==> images/m1.png <==
Drawn at 3 px/um. Supply wires on this layer in grey. Cells faint in the background.
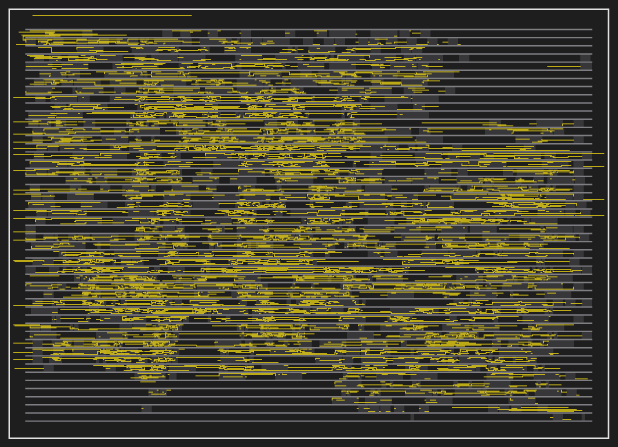
==> images/util_map.png <==
Drawn at 2 px/um. 20 x 14 tiles, from dark blue (low) to red (high), 0 to 100% covered.
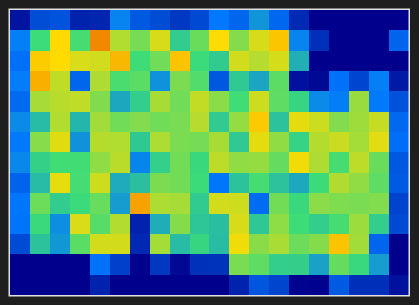
### src/rtl/srec_uart_loader.sv
`default_nettype none
// ============================================================================
// Module   : srec_uart_loader
// Purpose  : Parses a Motorola S-record byte stream (S0/S3/S7) coming from
//            the UART receiver. S3 payload is merged into 32-bit words and
//            written to L2 through a request/grant port. The S7 address is
//            reported as the boot entry point.
// Ports    : clk_i/rst_i      clock, async active-high reset
//            enable_i         loader armed; low returns to IDLE
//            rx_*             UART byte stream (valid/ready)
//            mem_*            word write port (req/gnt, addr, wdata, be, we)
//            entry_o/done_o   S7 entry address and completion flag
//            error_o/err_code_o sticky parse error and its cause
// Revision : 1.0  initial release
// ============================================================================
module srec_uart_loader #(
  parameter int ADDR_WIDTH = 32
) (
  input  logic                  clk_i,
  input  logic                  rst_i,
  input  logic                  enable_i,
  input  logic [7:0]            rx_data_i,
  input  logic                  rx_valid_i,
  output logic                  rx_ready_o,
  output logic                  mem_req_o,
  input  logic                  mem_gnt_i,
  output logic [ADDR_WIDTH-1:0] mem_addr_o,
  output logic [31:0]           mem_wdata_o,
  output logic [3:0]            mem_be_o,
  output logic                  mem_we_o,
  output logic [31:0]           entry_o,
  output logic                  done_o,
  output logic                  error_o,
  output logic [2:0]            err_code_o
);

  localparam logic [2:0] c_ST_IDLE  = 3'd0;
  localparam logic [2:0] c_ST_WAITS = 3'd1;
  localparam logic [2:0] c_ST_TYPE  = 3'd2;
  localparam logic [2:0] c_ST_FIELD = 3'd3;
  localparam logic [2:0] c_ST_FLUSH = 3'd4;
  localparam logic [2:0] c_ST_DONE  = 3'd5;
  localparam logic [2:0] c_ST_ERROR = 3'd6;

  localparam logic [1:0] c_T_S0 = 2'd0;
  localparam logic [1:0] c_T_S3 = 2'd1;
  localparam logic [1:0] c_T_S7 = 2'd2;

  localparam logic [2:0] c_E_HEX   = 3'd1;
  localparam logic [2:0] c_E_CSUM  = 3'd2;
  localparam logic [2:0] c_E_TYPE  = 3'd3;
  localparam logic [2:0] c_E_COUNT = 3'd4;

  logic [2:0]            state_q, state_d;
  logic [1:0]            rtype_q, rtype_d;
  logic                  have_hi_q, have_hi_d;
  logic [3:0]            hi_q, hi_d;
  logic                  cnt_phase_q, cnt_phase_d;   // next byte is the count
  logic [7:0]            rem_q, rem_d;               // bytes left incl. current
  logic [2:0]            addr_left_q, addr_left_d;
  logic [7:0]            sum_q, sum_d;
  logic [31:0]           addr_q, addr_d;             // byte address for data
  logic [31:0]           wbuf_q, wbuf_d;
  logic [3:0]            be_q, be_d;
  logic                  mem_req_q, mem_req_d;
  logic [ADDR_WIDTH-1:0] mem_addr_q, mem_addr_d;
  logic [31:0]           mem_wdata_q, mem_wdata_d;
  logic [3:0]            mem_be_q, mem_be_d;
  logic [31:0]           entry_q, entry_d;
  logic                  done_q, done_d;
  logic                  err_q, err_d;
  logic [2:0]            err_code_q, err_code_d;

  logic                  w_acc;
  logic                  w_is_hex;
  logic [3:0]            w_nib;
  logic [7:0]            w_byte;
  logic [7:0]            w_sum;
  logic [1:0]            w_lane;
  logic [31:0]           w_merged;
  logic [3:0]            w_be_new;
  logic                  w_count_bad;

  assign rx_ready_o = enable_i && ((state_q == c_ST_WAITS) ||
                                   (state_q == c_ST_TYPE)  ||
                                   (state_q == c_ST_FIELD));
  assign w_acc      = rx_valid_i && rx_ready_o;
  assign w_byte     = {hi_q, w_nib};
  assign w_sum      = sum_q + w_byte;
  assign w_lane     = addr_q[1:0];
  assign w_be_new   = be_q | (4'b0001 << w_lane);

  // ASCII hex digit decode; letters map through their low nibble plus 9.
  always_comb begin
    w_is_hex = 1'b0;
    w_nib    = 4'h0;
    if (rx_data_i >= 8'h30 && rx_data_i <= 8'h39) begin
      w_is_hex = 1'b1;
      w_nib    = rx_data_i[3:0];
    end else if ((rx_data_i >= 8'h41 && rx_data_i <= 8'h46) ||
                 (rx_data_i >= 8'h61 && rx_data_i <= 8'h66)) begin
      w_is_hex = 1'b1;
      w_nib    = rx_data_i[3:0] + 4'd9;
    end
  end

  always_comb begin
    w_merged = wbuf_q;
    case (w_lane)
      2'd0:    w_merged[7:0]   = w_byte;
      2'd1:    w_merged[15:8]  = w_byte;
      2'd2:    w_merged[23:16] = w_byte;
      default: w_merged[31:24] = w_byte;
    endcase
  end

  always_comb begin
    case (rtype_q)
      c_T_S3:  w_count_bad = (w_byte < 8'd5);
      c_T_S7:  w_count_bad = (w_byte != 8'd5);
      default: w_count_bad = (w_byte < 8'd3);
    endcase
  end

  always_comb begin
    state_d     = state_q;
    rtype_d     = rtype_q;
    have_hi_d   = have_hi_q;
    hi_d        = hi_q;
    cnt_phase_d = cnt_phase_q;
    rem_d       = rem_q;
    addr_left_d = addr_left_q;
    sum_d       = sum_q;
    addr_d      = addr_q;
    wbuf_d      = wbuf_q;
    be_d        = be_q;
    mem_req_d   = mem_req_q;
    mem_addr_d  = mem_addr_q;
    mem_wdata_d = mem_wdata_q;
    mem_be_d    = mem_be_q;
    entry_d     = entry_q;
    done_d      = done_q;
    err_d       = err_q;
    err_code_d  = err_code_q;

    case (state_q)
      c_ST_IDLE: begin
        if (enable_i) state_d = c_ST_WAITS;
      end
      c_ST_WAITS: begin
        if (w_acc && rx_data_i == 8'h53) state_d = c_ST_TYPE;
      end
      c_ST_TYPE: begin
        if (w_acc) begin
          have_hi_d   = 1'b0;
          cnt_phase_d = 1'b1;
          sum_d       = 8'h00;
          addr_d      = 32'h0;
          wbuf_d      = 32'h0;
          be_d        = 4'h0;
          state_d     = c_ST_FIELD;
          case (rx_data_i)
            8'h30:   rtype_d = c_T_S0;
            8'h33:   rtype_d = c_T_S3;
            8'h37:   rtype_d = c_T_S7;
            default: begin
              state_d    = c_ST_ERROR;
              err_d      = 1'b1;
              err_code_d = c_E_TYPE;
            end
          endcase
        end
      end
      c_ST_FIELD: begin
        if (w_acc) begin
          if (!w_is_hex) begin
            state_d    = c_ST_ERROR;
            err_d      = 1'b1;
            err_code_d = c_E_HEX;
          end else if (!have_hi_q) begin
            hi_d      = w_nib;
            have_hi_d = 1'b1;
          end else begin
            have_hi_d = 1'b0;
            sum_d     = w_sum;
            if (cnt_phase_q) begin
              cnt_phase_d = 1'b0;
              rem_d       = w_byte;
              addr_left_d = (rtype_q == c_T_S0) ? 3'd2 : 3'd4;
              if (w_count_bad) begin
                state_d    = c_ST_ERROR;
                err_d      = 1'b1;
                err_code_d = c_E_COUNT;
              end
            end else if (rem_q == 8'd1) begin
              // checksum byte closes the record
              if (w_sum == 8'hFF) begin
                if (rtype_q == c_T_S7) begin
                  entry_d = addr_q;
                  done_d  = 1'b1;
                  state_d = c_ST_DONE;
                end else begin
                  state_d = c_ST_WAITS;
                end
              end else begin
                state_d    = c_ST_ERROR;
                err_d      = 1'b1;
                err_code_d = c_E_CSUM;
              end
            end else begin
              rem_d = rem_q - 8'd1;
              if (addr_left_q != 3'd0) begin
                addr_d      = {addr_q[23:0], w_byte};
                addr_left_d = addr_left_q - 3'd1;
              end else if (rtype_q == c_T_S3) begin
                wbuf_d = w_merged;
                be_d   = w_be_new;
                addr_d = addr_q + 32'd1;
                // flush on a full word or on the last data byte (rem 2 means
                // only the checksum follows)
                if (w_lane == 2'd3 || rem_q == 8'd2) begin
                  mem_req_d   = 1'b1;
                  mem_addr_d  = ADDR_WIDTH'({addr_q[31:2], 2'b00});
                  mem_wdata_d = w_merged;
                  mem_be_d    = w_be_new;
                  wbuf_d      = 32'h0;
                  be_d        = 4'h0;
                  state_d     = c_ST_FLUSH;
                end
              end
            end
          end
        end
      end
      c_ST_FLUSH: begin
        // the handshake always completes, even if the loader is disarmed
        if (mem_gnt_i) begin
          mem_req_d = 1'b0;
          state_d   = enable_i ? c_ST_FIELD : c_ST_IDLE;
        end
      end
      default: ; // DONE and ERROR hold until disarmed
    endcase

    if (!enable_i && state_q != c_ST_FLUSH) begin
      state_d    = c_ST_IDLE;
      done_d     = 1'b0;
      err_d      = 1'b0;
      err_code_d = 3'd0;
    end
  end

  always_ff @(posedge clk_i or posedge rst_i) begin
    if (rst_i) begin
      state_q     <= c_ST_IDLE;
      rtype_q     <= c_T_S0;
      have_hi_q   <= 1'b0;
      hi_q        <= 4'h0;
      cnt_phase_q <= 1'b0;
      rem_q       <= 8'h00;
      addr_left_q <= 3'd0;
      sum_q       <= 8'h00;
      addr_q      <= 32'h0;
      wbuf_q      <= 32'h0;
      be_q        <= 4'h0;
      mem_req_q   <= 1'b0;
      mem_addr_q  <= '0;
      mem_wdata_q <= 32'h0;
      mem_be_q    <= 4'h0;
      entry_q     <= 32'h0;
      done_q      <= 1'b0;
      err_q       <= 1'b0;
      err_code_q  <= 3'd0;
    end else begin
      state_q     <= state_d;
      rtype_q     <= rtype_d;
      have_hi_q   <= have_hi_d;
      hi_q        <= hi_d;
      cnt_phase_q <= cnt_phase_d;
      rem_q       <= rem_d;
      addr_left_q <= addr_left_d;
      sum_q       <= sum_d;
      addr_q      <= addr_d;
      wbuf_q      <= wbuf_d;
      be_q        <= be_d;
      mem_req_q   <= mem_req_d;
      mem_addr_q  <= mem_addr_d;
      mem_wdata_q <= mem_wdata_d;
      mem_be_q    <= mem_be_d;
      entry_q     <= entry_d;
      done_q      <= done_d;
      err_q       <= err_d;
      err_code_q  <= err_code_d;
    end
  end

  assign mem_req_o   = mem_req_q;
  assign mem_we_o    = mem_req_q;
  assign mem_addr_o  = mem_addr_q;
  assign mem_wdata_o = mem_wdata_q;
  assign mem_be_o    = mem_be_q;
  assign entry_o     = entry_q;
  assign done_o      = done_q;
  assign error_o     = err_q;
  assign err_code_o  = err_code_q;

endmodule
`default_nettype wire

### config.mk
export PLATFORM = sky130hd
export DESIGN_NAME = srec_uart_loader
export DESIGN_NICKNAME = d
export VERILOG_FILES = /design/src/rtl/srec_uart_loader.sv
export SDC_FILE = /design/constraint.sdc
export NUM_CORES = 1
export LEC_CHECK = 0
export CORE_ASPECT_RATIO = 0.7
export CORE_MARGIN = 5
export CORE_UTILIZATION = 40
export CTS_CLUSTER_SIZE = 12
export DETAILED_ROUTE_END_ITERATION = 7
export SETUP_SLACK_MARGIN = 0.4
export SYNTH_ARGS = -nofsm -noshare
export SYNTH_HDL_FRONTEND = slang
export SYNTH_SLANG_ARGS = --single-unit
### constraint.sdc
create_clock -name clk_i -period 9.3 [get_ports clk_i]
set_input_delay 1.395 -clock clk_i [delete_from_list [all_inputs] [get_ports clk_i]]
set_output_delay 1.395 -clock clk_i [all_outputs]
set_load 0.1 [all_outputs]
==> notes.md <==
flow finished, numbers: status finished, final reports clean, Top Layout Cells 202 x dfrtp_1, 135 x o21ai_0, 121 x nand2_1, Skew-Pair Late Insertion Delay around 0.50 ns, CP Class input port to flop, Arr. time, crit path 6.83 ns, cell mode on critical path nor2_1, Seq. pwr about 0.00099 W, post-synthesis register bit count 202, sw frac between 30% and 40%, dominant delay contributor by cell family on the critical path simple AND/OR/NAND/NOR gates, die width between 150 and 200 um, vias in the first global route 7728, Startpoint Class input port, top cells, area dfrtp_1 50%, o21ai_0 6.7%, mux2_2 5.8%, FA/HA/MAJ Cells, Area Fraction 2.94%, Min-Delay Endpoint mem_be_o[2], Max clock buf depth 3, aoi share 18.7%, Routability Congestion about 0.87, Post-CTS Resized 0, CP Max Fanout 33, # rows 48, CP required between 9 and 10 ns, total grt overflow 0, max layer used met4, Placeable Area roughly 0.025 mm2, initial DRC count between 900 and 1000, sequential cell area share about two fifths, nets approximately 1100, fin crit share 69.4%, flip-flops with a built-in enable 0
-- m1.png (at the start) --
longest straight run = 52.9 um
main direction = horizontal
nets with wire on the layer = 1031

-- util_map.png (at the start) --
emptiest ninth of the die = north-east
nearly empty tiles = 12%
fullest tile = 85%
mean over tiles = 41%
tiles over 75% full = 3.9%

synth_stat cells, drive strengths merged, types with 5 or more instances:
cell type  number
a21o            8
a21oi          49
a22o           15
a22oi          12
a31oi          10
a32o            8
and2            8
and3           12
buf             7
clkbuf         57
dfrtp         202
ha             22
inv            40
mux2           53
mux2i          23
nand2         122
nand3          21
nand4           9
nor2           55
nor2b          12
nor3           28
nor3b           7
nor4           14
o211ai          5
o21a            7
o21ai         138
o22ai          10
o2bb2ai         9
o31ai           8
worst max path at each step:
stage                                end  cells after the start
after detailed placement      entry_o[1]                     14
after floorplan           addr_left_q[0]                      1
final                        entry_o[12]                     14
after global placement        entry_o[2]                     14
after CTS                    entry_o[12]                     14
after global routing         entry_o[12]                     14
Power is estimated from default activity; no workload was simulated.
